$ cat config.mk
export PLATFORM = sky130hd
export DESIGN_NAME = chase_supervisor
export DESIGN_NICKNAME = d
export VERILOG_FILES = /design/src/rtl/chase_pkg.sv /design/src/rtl/cmd_slew_limiter.sv /design/src/rtl/chase_supervisor.sv
export SDC_FILE = /design/constraint.sdc
export NUM_CORES = 1
export LEC_CHECK = 0
export ABC_CLOCK_PERIOD_IN_PS = 8050
export CAP_MARGIN = 20
export CORE_MARGIN = 5
export CORE_UTILIZATION = 50
export DETAILED_ROUTE_END_ITERATION = 6
export PLACE_DENSITY = 0.85
export SLEW_MARGIN = 20
export SYNTH_ARGS = -nofsm -noshare
export SYNTH_HDL_FRONTEND = slang
export SYNTH_SLANG_ARGS = --single-unit
$ cat constraint.sdc
create_clock -name clk_in -period 8.05 [get_ports clk_in]
set_input_delay 1.2075 -clock clk_in [delete_from_list [all_inputs] [get_ports clk_in]]
set_output_delay 1.2075 -clock clk_in [all_outputs]
set_load 0.1 [all_outputs]
$ cat src/rtl/chase_pkg.sv
// chase_pkg: states, tuning constants and the command clamp shared by
// chase_supervisor and its optional speed slew limiter.
package chase_pkg;

    typedef enum logic [2:0] {
        IDLE   = 3'd0,
        ARMED  = 3'd1,
        CHASE  = 3'd2,
        COAST  = 3'd3,
        SEARCH = 3'd4,
        HALT   = 3'd5
    } chase_state_t;

    localparam logic [8:0]        NO_BLOB_X      = 9'h1FF;
    localparam int                SOFTSTART_STEP = 16;
    localparam logic [6:0]        MIN_RAD        = 7'd7;
    localparam logic [2:0]        ARM_FRAMES     = 3'd4;
    localparam logic [2:0]        REACQ_FRAMES   = 3'd2;
    localparam logic [7:0]        COAST_FRAMES   = 8'd8;
    localparam logic [7:0]        SEARCH_FRAMES  = 8'd90;
    localparam logic [7:0]        HALT_LOST      = COAST_FRAMES + SEARCH_FRAMES;
    localparam logic signed [8:0] SEARCH_TURN    = 9'sd40;
    localparam logic signed [8:0] MAX_CMD        = 9'sd200;
    localparam logic [8:0]        X_MID          = 9'd160;

    // Symmetric saturation of a signed motor command to +/-MAX_CMD.
    function automatic logic signed [8:0] clamp_cmd(input logic signed [8:0] v);
        if (v > MAX_CMD)       return MAX_CMD;
        else if (v < -MAX_CMD) return -MAX_CMD;
        else                   return v;
    endfunction

endpackage

$ cat src/rtl/cmd_slew_limiter.sv
// cmd_slew_limiter: moves a signed 9-bit command toward its target by at
// most SOFTSTART_STEP per step pulse; zero_in snaps the output to 0.
module cmd_slew_limiter
    import chase_pkg::*;
(
    input  logic              clk_in,
    input  logic              rst_in,
    input  logic              step_in,
    input  logic              zero_in,
    input  logic signed [8:0] target_in,
    output logic signed [8:0] value_out
);

    localparam logic signed [9:0] STEP = 10'(SOFTSTART_STEP);

    logic signed [8:0] value_q, value_d;
    logic signed [9:0] diff;

    // Next value: forced zero wins, otherwise one bounded step per frame.
    always_comb begin
        value_d = value_q;
        diff    = $signed({target_in[8], target_in}) - $signed({value_q[8], value_q});
        if (zero_in) begin
            value_d = '0;
        end else if (step_in) begin
            if (diff > STEP)       value_d = 9'(value_q + STEP);
            else if (diff < -STEP) value_d = 9'(value_q - STEP);
            else                   value_d = target_in;
        end
    end

    // Output register.
    always_ff @(posedge clk_in or posedge rst_in) begin
        if (rst_in) value_q <= '0;
        else        value_q <= value_d;
    end

    assign value_out = value_q;

endmodule

$ cat src/rtl/chase_supervisor.sv
// chase_supervisor: frame-rate mode scheduler between the tracker and the
// motor driver. Decides once per camera frame whether control commands reach
// the motors or the bot coasts, searches or halts.
// Optional soft start of speed_out: define CHASE_SOFTSTART_EN.
module chase_supervisor
    import chase_pkg::*;
(
    input  logic              clk_in,
    input  logic              rst_in,
    input  logic              frame_done_in,
    input  logic              arm_in,
    input  logic              track_in,
    input  logic              pause_in,
    input  logic [8:0]        x_in,
    input  logic [6:0]        rad_in,
    input  logic signed [8:0] speed_in,
    input  logic signed [8:0] turn_in,
    output logic              ctrl_ready_out,
    output logic signed [8:0] speed_out,
    output logic signed [8:0] turn_out,
    output logic              motor_en_out,
    output logic [2:0]        state_out,
    output logic [7:0]        lost_cnt_out
);

    chase_state_t      state_q, state_d;
    logic [2:0]        vcnt_q, vcnt_d;          // consecutive valid frames
    logic [7:0]        lost_q, lost_d;          // consecutive lost frames
    logic [8:0]        last_x_q, last_x_d;
    logic signed [8:0] cmd_speed_q, cmd_speed_d; // last clamped CHASE commands
    logic signed [8:0] cmd_turn_q, cmd_turn_d;
    logic signed [8:0] speed_q, speed_d;
    logic signed [8:0] turn_q, turn_d;
    logic              en_q, en_d;
    logic              ready_q, ready_d;

    logic       go_idle, frame_valid;
    logic [2:0] vcnt_inc;
    logic [7:0] lost_inc;

    assign go_idle     = !arm_in || !track_in;
    assign frame_valid = (x_in != NO_BLOB_X) && (rad_in >= MIN_RAD);
    assign vcnt_inc    = (vcnt_q == 3'd7)  ? vcnt_q : vcnt_q + 3'd1;
    assign lost_inc    = (lost_q == 8'hFF) ? lost_q : lost_q + 8'd1;

    // Next-state, counters and next outputs; priority: disarm, pause, frame.
    always_comb begin
        // NOTE: every variable gets a default first so no path infers a latch.
        state_d     = state_q;
        vcnt_d      = vcnt_q;
        lost_d      = lost_q;
        last_x_d    = last_x_q;
        cmd_speed_d = cmd_speed_q;
        cmd_turn_d  = cmd_turn_q;
        speed_d     = speed_q;
        turn_d      = turn_q;
        en_d        = en_q;
        ready_d     = 1'b0;

        if (go_idle) begin
            state_d     = IDLE;
            vcnt_d      = '0;
            lost_d      = '0;
            cmd_speed_d = '0;
            cmd_turn_d  = '0;
            speed_d     = '0;
            turn_d      = '0;
            en_d        = 1'b0;
        end else if (pause_in) begin
            speed_d = '0;
            turn_d  = '0;
            en_d    = 1'b0;
        end else if (state_q == IDLE) begin
            state_d = ARMED;
        end else if (frame_done_in) begin
            ready_d = (state_q == ARMED) || (state_q == CHASE);
            vcnt_d  = frame_valid ? vcnt_inc : 3'd0;
            lost_d  = frame_valid ? 8'd0 : lost_inc;

            case (state_q)
                ARMED:  if (frame_valid && vcnt_inc == ARM_FRAMES) state_d = CHASE;
                CHASE:  if (!frame_valid) state_d = COAST;
                COAST:  if (frame_valid) state_d = CHASE;
                        else if (lost_inc == COAST_FRAMES) state_d = SEARCH;
                SEARCH: if (frame_valid && vcnt_inc == REACQ_FRAMES) state_d = CHASE;
                        else if (!frame_valid && lost_inc == HALT_LOST) state_d = HALT;
                default: ;
            endcase

            // Only a valid frame can land in CHASE, so its x and commands are live.
            if (state_d == CHASE) begin
                cmd_speed_d = clamp_cmd(speed_in);
                cmd_turn_d  = clamp_cmd(turn_in);
                last_x_d    = x_in;
            end

            case (state_d)
                CHASE: begin
                    speed_d = cmd_speed_d;
                    turn_d  = cmd_turn_d;
                    en_d    = 1'b1;
                end
                COAST: begin
                    speed_d = cmd_speed_d >>> 1;
                    turn_d  = cmd_turn_d;
                    en_d    = 1'b1;
                end
                SEARCH: begin
                    speed_d = '0;
                    turn_d  = (last_x_d < X_MID) ? -SEARCH_TURN : SEARCH_TURN;
                    en_d    = 1'b1;
                end
                default: begin
                    speed_d = '0;
                    turn_d  = '0;
                    en_d    = 1'b0;
                end
            endcase
        end
    end

    // State, counter and output registers.
    always_ff @(posedge clk_in or posedge rst_in) begin
        // NOTE: non-blocking assignments so every flop samples pre-edge values.
        if (rst_in) begin
            state_q     <= IDLE;
            vcnt_q      <= '0;
            lost_q      <= '0;
            last_x_q    <= X_MID;
            cmd_speed_q <= '0;
            cmd_turn_q  <= '0;
            speed_q     <= '0;
            turn_q      <= '0;
            en_q        <= 1'b0;
            ready_q     <= 1'b0;
        end else begin
            state_q     <= state_d;
            vcnt_q      <= vcnt_d;
            lost_q      <= lost_d;
            last_x_q    <= last_x_d;
            cmd_speed_q <= cmd_speed_d;
            cmd_turn_q  <= cmd_turn_d;
            speed_q     <= speed_d;
            turn_q      <= turn_d;
            en_q        <= en_d;
            ready_q     <= ready_d;
        end
    end

`ifdef CHASE_SOFTSTART_EN
    logic speed_step, speed_zero;
    assign speed_step = frame_done_in && !go_idle && !pause_in && (state_q != IDLE);
    assign speed_zero = go_idle || pause_in || (speed_step && state_d == HALT);

    cmd_slew_limiter u_speed_slew (
        .clk_in    (clk_in),
        .rst_in    (rst_in),
        .step_in   (speed_step),
        .zero_in   (speed_zero),
        .target_in (speed_d),
        .value_out (speed_out)
    );
`else
    assign speed_out = speed_q;
`endif

    assign turn_out       = turn_q;
    assign motor_en_out   = en_q;
    assign ctrl_ready_out = ready_q;
    assign state_out      = state_q;
    assign lost_cnt_out   = lost_q;

endmodule

==> flow_metrics.py <==
# Auto-generated metrics
metrics = {
    "sta": {
        "fin_ws_ns": 4.25,
        "period_needed_ns": 3.80,
        "clock.fmax_mhz": 263,
        "worst_clock_skew_ns": 0.00863,
        "hold_viol": 0,
        "tightest_slew_ns": 1.02,
        "setup_viol": 0,
        "hold_slack_ns": 0.492,
    },
    "synthesis": {
        "synth_area_um2": 3300,
        "yosys_warnings": 0,
        "yosysTopAreaCellShare": 0.402,
        "yosysSeqAreaShare": 0.417,
        "ys_area_um2": 3300,
        "synth.distinct_cells": 63,
        "synth_cells": 348,
    },
    "clocking": {
        "cts_num_sinks": 55,
        "post_cts_resized": 0,
        "ctsHoldBuffers": 0,
        "cts-buffers-inserted": 5,
        "clk_path_buf_depth": 2,
        "htreeDepth": 2,
        "worstSkewPairLatency_ns": 0.32,
    },
    "run_status": {
        "outcome": "finished with violations",
        "violations": "design-rule violations",
    },
    "worst_setup_path": {
        "path_delay_family": "simple AND/OR/NAND/NOR gates",
        "r2r.worst_path.cells": 8,
        "cp.depth": 8,
        "worstReg2RegStart": "lost_cnt_out[0]",
        "reg2reg_to": "last_x_q[6]",
        "crit_buf_inv": 1,
    },
    "grt": {
        "grt_pass1_vias": 2951,
        "grt_use_total": 0.202,
        "grt_overflow": 0,
    },
    "routing": {
        "ant_nets": 0,
        "firstDrtPassIters": 7,
        "top_layer_used": "met4",
        "dr_wl_met3_um": 597,
        "viasPerCell": 6.20,
        "postRouteWirelength_um": 8310,
        "drc_errors": 1,
    },
    "placed_design": {
        "placed_cell_area_um2": 4010,
        "gp_congestion": 0.859,
    },
    "min_path": {
        "hold_path_depth": 1,
        "min_to": "cmd_speed_q[5]",
    },
    "layout": {
        "seq_area_um2": 1380,
    },
    "power": {
        "power.total_uw": 520,
        "p_per_area_nw_per_um2": 127,
    },
    "floorplanning": {
        "die_area_um2": 8330,
    },
    "job": {
        "cap_violations": 0,
    },
}
layout make-up:
type / instances / area share
multi-input cells: 264 / 0.437
inverters: 8 / 0.00731
clock buffers: 5 / 0.0168
flip-flops and latches: 55 / 0.336
well taps: 77 / 0.0235
repair buffers: 72 / 0.174
clock inverters: 3 / 0.00579
Yosys cell counts, types with 4 or more instances:
library cell / count
nor4_1: 5
nand3_1: 17
nand4_1: 10
a21oi_1: 28
inv_1: 8
nand2_1: 27
and3_1: 6
ha_1: 5
nor2_1: 24
a211oi_1: 4
a221o_1: 13
dfrtp_1: 53
a21o_1: 7
nor3_1: 13
mux2_4: 11
o21ai_0: 23
buf_2: 7
and2_1: 11
clkbuf_1: 10
mux2i_1: 5
layout by cell type, fill, tap and decap left out, types with 2 or more instances in the layout:
cell,n
buf_4,2
nand3_1,17
o21ai_0,23
a21o_1,7
inv_1,7
dfstp_2,2
mux2_4,11
ha_1,5
nand4_1,10
clkdlybuf4s50_1,70
a211o_1,2
nor3_1,13
a31o_2,2
dfrtp_1,53
a21oi_1,28
a221o_1,13
or2_2,3
and2_1,11
nand2_1,27
o22a_1,2
a311o_1,2
nor4_1,5
nor2_1,24
mux2i_1,5
xnor2_1,2
a211oi_1,3
a41oi_1,2
o31a_1,2
nand2b_1,3
and3_1,6
or3_1,3
clkbuf_8,5
and4b_1,3
cell families after synthesis:
family,count (synthesis),synth area share
and+or+nand+nor,138,0.228
AOI/OAI and AO/OA,103,0.222
DFF,55,0.417
buffers and inverters,29,0.0436
muxes,16,0.0652
adders and majority gates,5,0.0189
xor gates and xnor gates,2,0.00530
power by group:
part,internal [uW],switching [uW]
Clock,63.1,99.3
Sequential,277,1.41
Combinational,36.5,42.8
Figure 1. Where the registers sit.
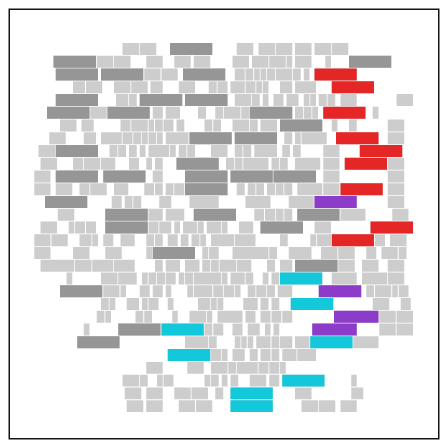
- lost_cnt_out: cyan (sequential cells 8)
- turn_out: red (sequential cells 9)
- last_x_q: purple (sequential cells 4)

Figure 2. Metal 4.
Scale bar: 20 um. Supply wires on this layer in gray.
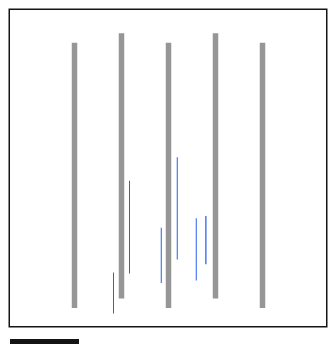
- main direction: vertical
- share of all routed wire: 1.4%
- longest straight run: 29.2 um
- wire length on this layer: 114 um

Figure 3. Clock distribution.
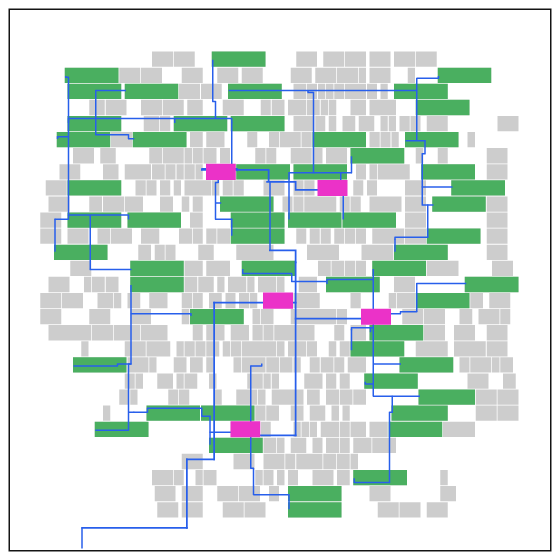
- flip-flops: green (count 55)
- clock wires: blue (length 676 um)
- cells driving clock nets: magenta (count 5)
- routed clock nets: 6

Figure 4. Cell placement.
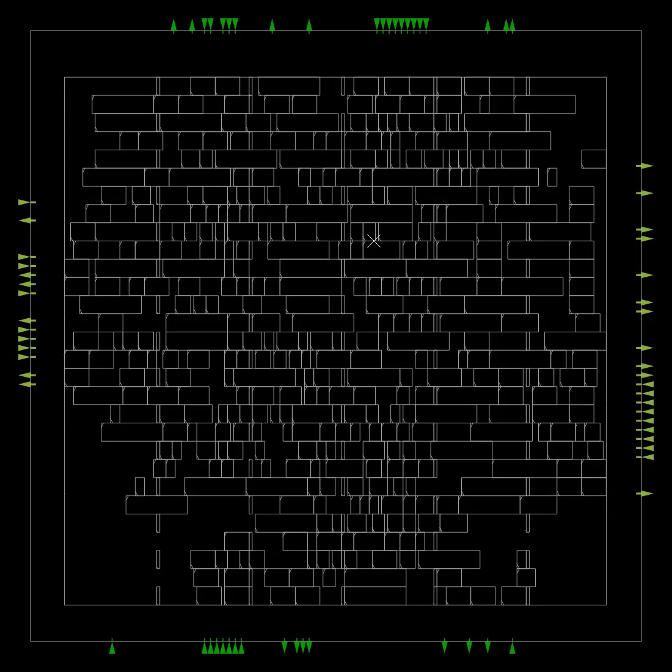
final core utilization: 0.643
Layout Cells excl Fill: 484
flop share of the area: 0.336
core area: 6390 um^2
TAP cells: 77

Power figures rest on the tool's default switching activity, not on a simulated workload.
